Design phy_reg_arbiter_flat, sky130hd; sources not shown.
Fig. 1: run 1, I/O pins on the die edge
Pins as bars across the die edge, other pins in gray.
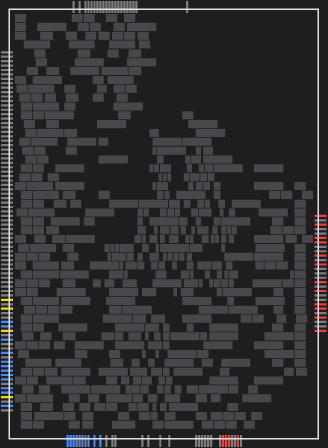
Key: blue = bus_req_addr [pins 20, direction input, edge 12 west, 8 south]; red = bus_reg_rval [pins 16, direction input, edge 12 east, 4 south]; yellow = bus_req_write [pins 4, direction input, edge west]
I/O Buffers: 160
die extent in x: 94.6 um
chip height: 132 um

Fig. 2: run 1, clock network drawn from the DEF
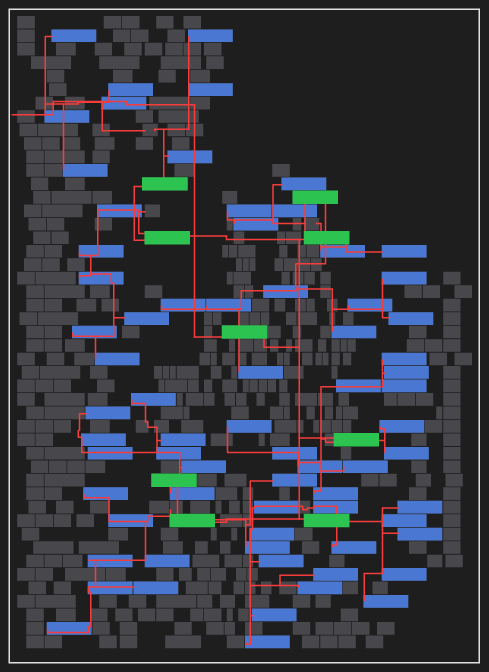
Key: green = cells driving clock nets [count 9]; red = clock wires [length 972 um]; blue = flip-flops [count 70]
Position of the flops: spread over the die. There are 10 routed clock nets.
clk ins delay skew pair: 0.33 ns
clock share of power: 16.9%

Fig. 3: run 1, cell sizes after repair
The bar under the picture is 20 um long.
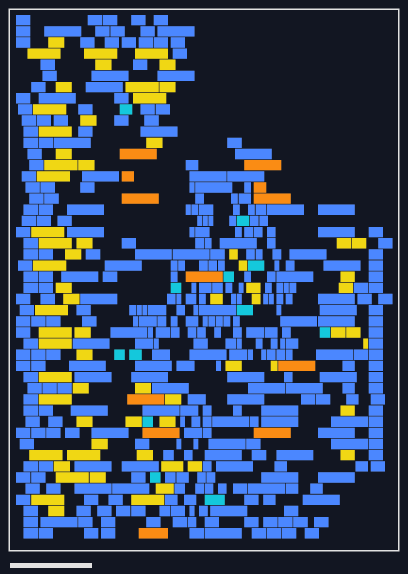
Key: blue = drive 1 or less [cells 373]; orange = drive 6 and up [cells 12]; cyan = drive 3 to 4 [cells 12]; yellow = drive 2 [cells 67]
synth-to-layout area growth: 55.2%
Non-Clock Buffer Count: 166
design area: 5780 um2

==> flow_metrics.py, run 1 <==
# Metrics from the implementation run
metrics = {
    "global_route": {
        "grt_max_degree": 35,
        "grt_pass1_wl_um": 15800,
        "grt_usage_pct": 16.2,
        "grt_pass1_vias": 3458,
        "overflow": 0,
    },
    "floorplan": {
        "die-area_um2": 12500,
        "pin_count": 161,
        "rows": 47,
        "core_um2": 11800,
    },
    "clock_tree": {
        "numCtsBuffers": 9,
        "postCtsSetupRepairBufs": 0,
        "hold_buffers": 0,
        "cts_max_level": 3,
        "cts_tree": "built",
        "cts-resized-gates": 0,
        "clock_path_buffers": 2,
        "cts_sinks": 70,
    },
    "synthesis": {
        "ys_sh_aoi_pct": 12.9,
        "synth_top_cell_by_area": "dfrtp_1",
        "synth_area_um2": 3720,
        "top_area_share_pct": 47.0,
        "synth_flop_count": 70,
        "ys_seq_share_pct": 47.0,
        "mux_share_pct": 21.5,
        "flop_cell": "dfrtp_1",
        "ys_area_um2": 3720,
        "fa_ha_area_share_pct": 3.36,
        "synth-simple-area-share_pct": 12.3,
        "ys_cells": 297,
        "synth_cell_types": 49,
        "yosysWarnings": 6,
        "top_logic_kind": "multiplexers",
        "top_cells_by_area": "dfrtp_1 47%, mux4_2 13%, mux2_2 8.2%",
        "common_cells": "70 x dfrtp_1, 27 x mux2_2, 22 x mux4_2",
        "top_cell": "dfrtp_1",
        "syn_area_per_cell_um2": 12.5,
    },
    "sta": {
        "rsz0062_at_grt": "false",
        "period_needed_ns": 2.91,
        "finalMaxSlewViolations": 0,
        "post-route-period-util_pct": 85.3,
        "final.setup_skew_ns": 0.00945,
        "finalSetupTns_ns": 0,
        "max_freq_mhz": 344,
        "slew_headroom_pct": 52.7,
        "finalHoldViolCount": 0,
    },
    "power_and_ir_drop": {
        "vdd_ir_drop_max_v": 0.000529,
        "pwr-share-comb_pct": 57.3,
        "total_power_mw": 5.16,
        "pwr_density_cell_nw_per_um2": 893,
        "p_leak_nw": 2.31,
        "power.switching_mw": 2.25,
        "power_frac_seq_pct": 25.8,
        "p_sw_share_pct": 43.6,
    },
    "worst_setup_path": {
        "worstPathRequired_ns": 3.62,
        "path_class": "flop to flop",
        "arrival_ns": 3.12,
        "endpoint_kind": "flop",
        "worstPathMaxFanout": 23,
    },
    "place": {
        "dp.cells": 595,
    },
    "detailed_routing": {
        "antenna_left": 0,
        "wl_um": 9600,
        "drc": 0,
        "dr.pass1.iters": 4,
        "num_vias": 3183,
        "wl_per_cell_um": 15.7,
        "via_per_inst": 5.21,
        "drt_iter0_markers": 135,
    },
    "run_status": {
        "outcome": "completed",
    },
    "final_layout": {
        "fill_cells": 1074,
        "final_nets": 580,
        "fin_util_pct": 49.1,
        "mostFrequentLayoutCells": "160 x clkdlybuf4s50_1, 70 x dfrtp_1, 27 x mux2_2",
        "drive_gt1_share_pct": 19.6,
        "mostFrequentLayoutCell": "clkdlybuf4s50_1",
    },
    "worst_hold_path": {
        "hp-class": "flop to flop",
        "holdPathStages": 1,
    },
    "run": {
        "warning_count": 33,
    },
}
[run 1: power groups by stage]
| stage | sequential, mW | combinational [mW] | clock (mW) |
|---|---|---|---|
| 3_5_place_dp | 1.34 | 2.99 | 0 |
| 3_3_place_gp | 1.32 | 2.94 | 0 |
| 4_1_cts | 1.34 | 2.99 | 0.903 |
| 5_1_grt | 1.37 | 3.15 | 0.935 |
| 6_report | 1.33 | 2.96 | 0.874 |
| 2_1_floorplan | 2.18 | 1.20 | 0 |
[run 1: layout make-up]
cell class / instances / area [um2] / share of cell area, %
Sequential cell: 70 / 1750 / 30.3
Clock inverter: 7 / 56.3 / 0.974
Tap cell: 147 / 184 / 3.18
Clock buffer: 9 / 225 / 3.90
Multi-Input combinational cell: 204 / 1870 / 32.4
Timing Repair Buffer: 166 / 1660 / 28.7
Inverter: 8 / 30.0 / 0.519
[run 1: cell families (layout without fill, tap and decap cells)]
| logic type | Yosys count | in the layout |
|---|---|---|
| multiplexers | 49 | 49 |
| AND-OR/OR-AND | 66 | 66 |
| adder cells (fa/ha/maj) | 10 | 10 |
| buffers and inverters | 23 | 190 |
| flip-flops | 70 | 70 |
| AND/OR/NAND/NOR | 79 | 79 |
[run 1: routing by layer]
layer	share of wire (%)	GRT usage, %	vias to the layer above
met5	0	0	-
met1	36	16.2	1573
met2	56	30.8	138
met4	1.3	5.22	0
met3	7.3	4.80	10
li1	-	-	1462
[run 1: critical path, cell delays in order, from the launching register on]
cell and delay (ns):
dfrtp_1 0.45, inv_1 0.11, ha_1 0.18, and2_1 0.21
and3b_1 0.21, o21a_1 0.17, nor4_2 0.39, buf_12 0.26
mux4_2 0.52, mux2_2 0.28
==> run 2, diff against run 1 <==
--- a/config.mk
+++ b/config.mk
@@ -8,7 +8,6 @@
 export CORE_ASPECT_RATIO = 1.4
 export CORE_UTILIZATION = 31
 export DETAILED_ROUTE_END_ITERATION = 8
-export GPL_ROUTABILITY_DRIVEN = 0
 export PLACE_DENSITY = 0.7
 export SYNTH_ARGS = -nofsm -noshare
 export SYNTH_HDL_FRONTEND = slang
Fig. 4: run 2, cell sizes after repair
The bar under the picture is 20 um long.
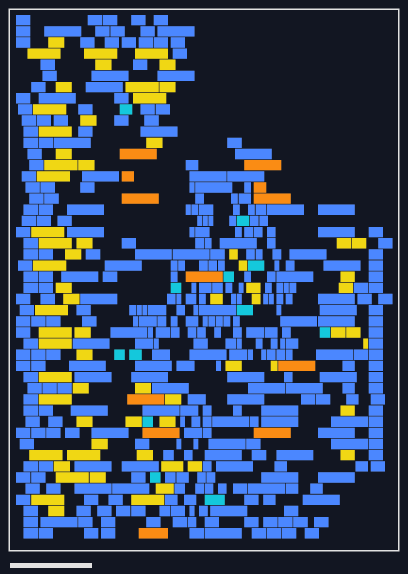
Key: orange = drive 6 and up [cells 12]; cyan = drive 3 to 4 [cells 12]; blue = drive 1 or less [cells 373]; yellow = drive 2 [cells 67]
post-route setup slack: 0.502 ns

Fig. 5: run 2, clock nets
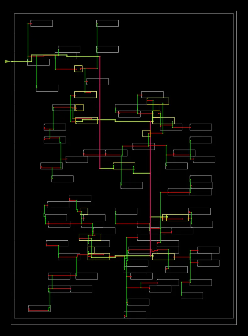
clock buffer count: 9
Flops: 70
Worst Skew: 0.00945 ns
clock sinks: 70
Num CTS Buffers: 9

==> run 2 against run 1 <==
- routed wire length unchanged
- clock power about the same
- fmax unchanged
- worst setup slack unchanged
- register-to-register slack about the same
- die area unchanged
- sequential share of layout area unchanged
- final cell count unchanged
- first-iteration DRC count unchanged
- synthesized area unchanged
- non-clock buffer count unchanged
- highest routed layer unchanged
==> flow_metrics.py, run 2 <==
# Metrics from the implementation run
metrics = {
    "run_status": {
        "outcome": "completed",
    },
    "synthesis": {
        "fa_ha_area_share_pct": 3.36,
        "top_cells_by_area": "dfrtp_1 47%, mux4_2 13%, mux2_2 8.2%",
        "synth_flop_count": 70,
        "synth_area_um2": 3720,
        "ys_seq_share_pct": 47.0,
        "synth_cell_types": 49,
        "syn_area_per_cell_um2": 12.5,
        "ys_cells": 297,
        "ys_area_um2": 3720,
        "mux_share_pct": 21.5,
        "top_area_share_pct": 47.0,
        "ys_sh_aoi_pct": 12.9,
        "flop_cell": "dfrtp_1",
        "yosysWarnings": 6,
        "top_cell": "dfrtp_1",
        "top_logic_kind": "multiplexers",
        "synth_top_cell_by_area": "dfrtp_1",
    },
    "detailed_routing": {
        "dr.pass1.iters": 4,
        "wl_per_cell_um": 15.7,
        "drt_iter0_markers": 135,
        "antenna_left": 0,
        "via_per_inst": 5.21,
        "num_vias": 3183,
        "drc": 0,
    },
    "clock_tree": {
        "hold_buffers": 0,
        "cts_tree": "built",
        "clock_path_buffers": 2,
        "postCtsSetupRepairBufs": 0,
        "cts_max_level": 3,
        "insertion_delay_ns": 0.33,
        "cts-resized-gates": 0,
    },
    "worst_setup_path": {
        "path_class": "flop to flop",
        "worstPathRequired_ns": 3.62,
        "arrival_ns": 3.12,
        "worstPathMaxFanout": 23,
        "endpoint_kind": "flop",
    },
    "final_layout": {
        "fill_cells": 1074,
        "syn2layout_area_growth_pct": 55.2,
        "final_nets": 580,
        "mostFrequentLayoutCell": "clkdlybuf4s50_1",
        "mostFrequentLayoutCells": "160 x clkdlybuf4s50_1, 70 x dfrtp_1, 27 x mux2_2",
        "drive_gt1_share_pct": 19.6,
        "stdcell_area_um2": 5780,
    },
    "floorplan": {
        "die-area_um2": 12500,
        "die_w_um": 94.6,
        "pin_count": 161,
        "rows": 47,
        "die_h_um": 132,
        "core_um2": 11800,
    },
    "sta": {
        "post-route-period-util_pct": 85.3,
        "finalHoldViolCount": 0,
        "finalMaxSlewViolations": 0,
        "slew_headroom_pct": 52.7,
        "finalSetupTns_ns": 0,
        "rsz0062_at_grt": "false",
        "period_needed_ns": 2.91,
        "max_freq_mhz": 344,
        "setup_viol": 0,
    },
    "run": {
        "warning_count": 33,
    },
    "place": {
        "dp_hpwl_um": 7370,
        "numPortBuffers": 160,
    },
    "power_and_ir_drop": {
        "power_frac_seq_pct": 25.8,
        "pwr-share-comb_pct": 57.3,
        "p_leak_nw": 2.31,
        "total_power_mw": 5.16,
        "pwr_density_cell_nw_per_um2": 893,
        "power.switching_mw": 2.25,
        "vdd_ir_drop_max_v": 0.000529,
        "p_clk_share_pct": 16.9,
    },
    "global_route": {
        "overflow": 0,
        "gr-usage-met3_pct": 4.80,
        "top_usage_layer": "met2",
        "grt_pass1_wl_um": 15800,
        "grt_pass1_vias": 3458,
        "use_met2_pct": 30.8,
        "grt_usage_pct": 16.2,
        "grt_max_degree": 35,
        "met1_usage_pct": 16.2,
    },
    "worst_hold_path": {
        "hp-class": "flop to flop",
        "holdPathStages": 1,
    },
}
-- run 2: cell counts after synthesis --
No cell type changed its count.
-- run 2: per-stage QoR --
step | util (%) | setup slack (ns) | cells
final | 49.1 | 0.502 | 611
after global routing | 49.1 | 0.339 | 611
after CTS | 49.1 | 0.478 | 611
after detailed placement | 46.8 | 0.511 | 595
after global placement | 46.8 | 0.573 | 595
after floorplan | - | 0.295 | 297
-- run 2: critical path, stage by stage (launching register included) --
cell and delay, ns:
dfrtp_1 0.45, inv_1 0.11, ha_1 0.18, and2_1 0.21, and3b_1 0.21, o21a_1 0.17, nor4_2 0.39, buf_12 0.26
mux4_2 0.52, mux2_2 0.28
-- run 2: kinds of logic after synthesis --
kind of cell,Yosys count
AND/OR/NAND/NOR,79
flip-flops,70
AND-OR/OR-AND,66
multiplexers,49
buffers and inverters,23
adder cells (fa/ha/maj),10
-- run 2: routing by layer --
| metal | vias up | wire length (um) |
|---|---|---|
| met3 | 10 | 700 |
| met5 | - | 0 |
| met4 | 0 | 127 |
| met2 | 138 | 5350 |
| li1 | 1462 | - |
| met1 | 1573 | 3430 |
-- run 2: power groups by stage --
stage | logic, mW | clock network [mW] | registers, mW
2_1_floorplan | 1.20 | 0 | 2.18
3_3_place_gp | 2.94 | 0 | 1.32
3_5_place_dp | 2.99 | 0 | 1.34
4_1_cts | 2.99 | 0.903 | 1.34
5_1_grt | 3.15 | 0.935 | 1.37
6_report | 2.96 | 0.874 | 1.33
-- run 2: cell type report --
type / count / area [um2] / share of cell area (%)
Clock buffer: 9 / 225 / 3.90
Clock inverter: 7 / 56.3 / 0.974
Inverter: 8 / 30.0 / 0.519
Multi-Input combinational cell: 204 / 1870 / 32.4
Sequential cell: 70 / 1750 / 30.3
Tap cell: 147 / 184 / 3.18
Timing Repair Buffer: 166 / 1660 / 28.7
No activity file was given, so power comes from the tool's default toggle rates.
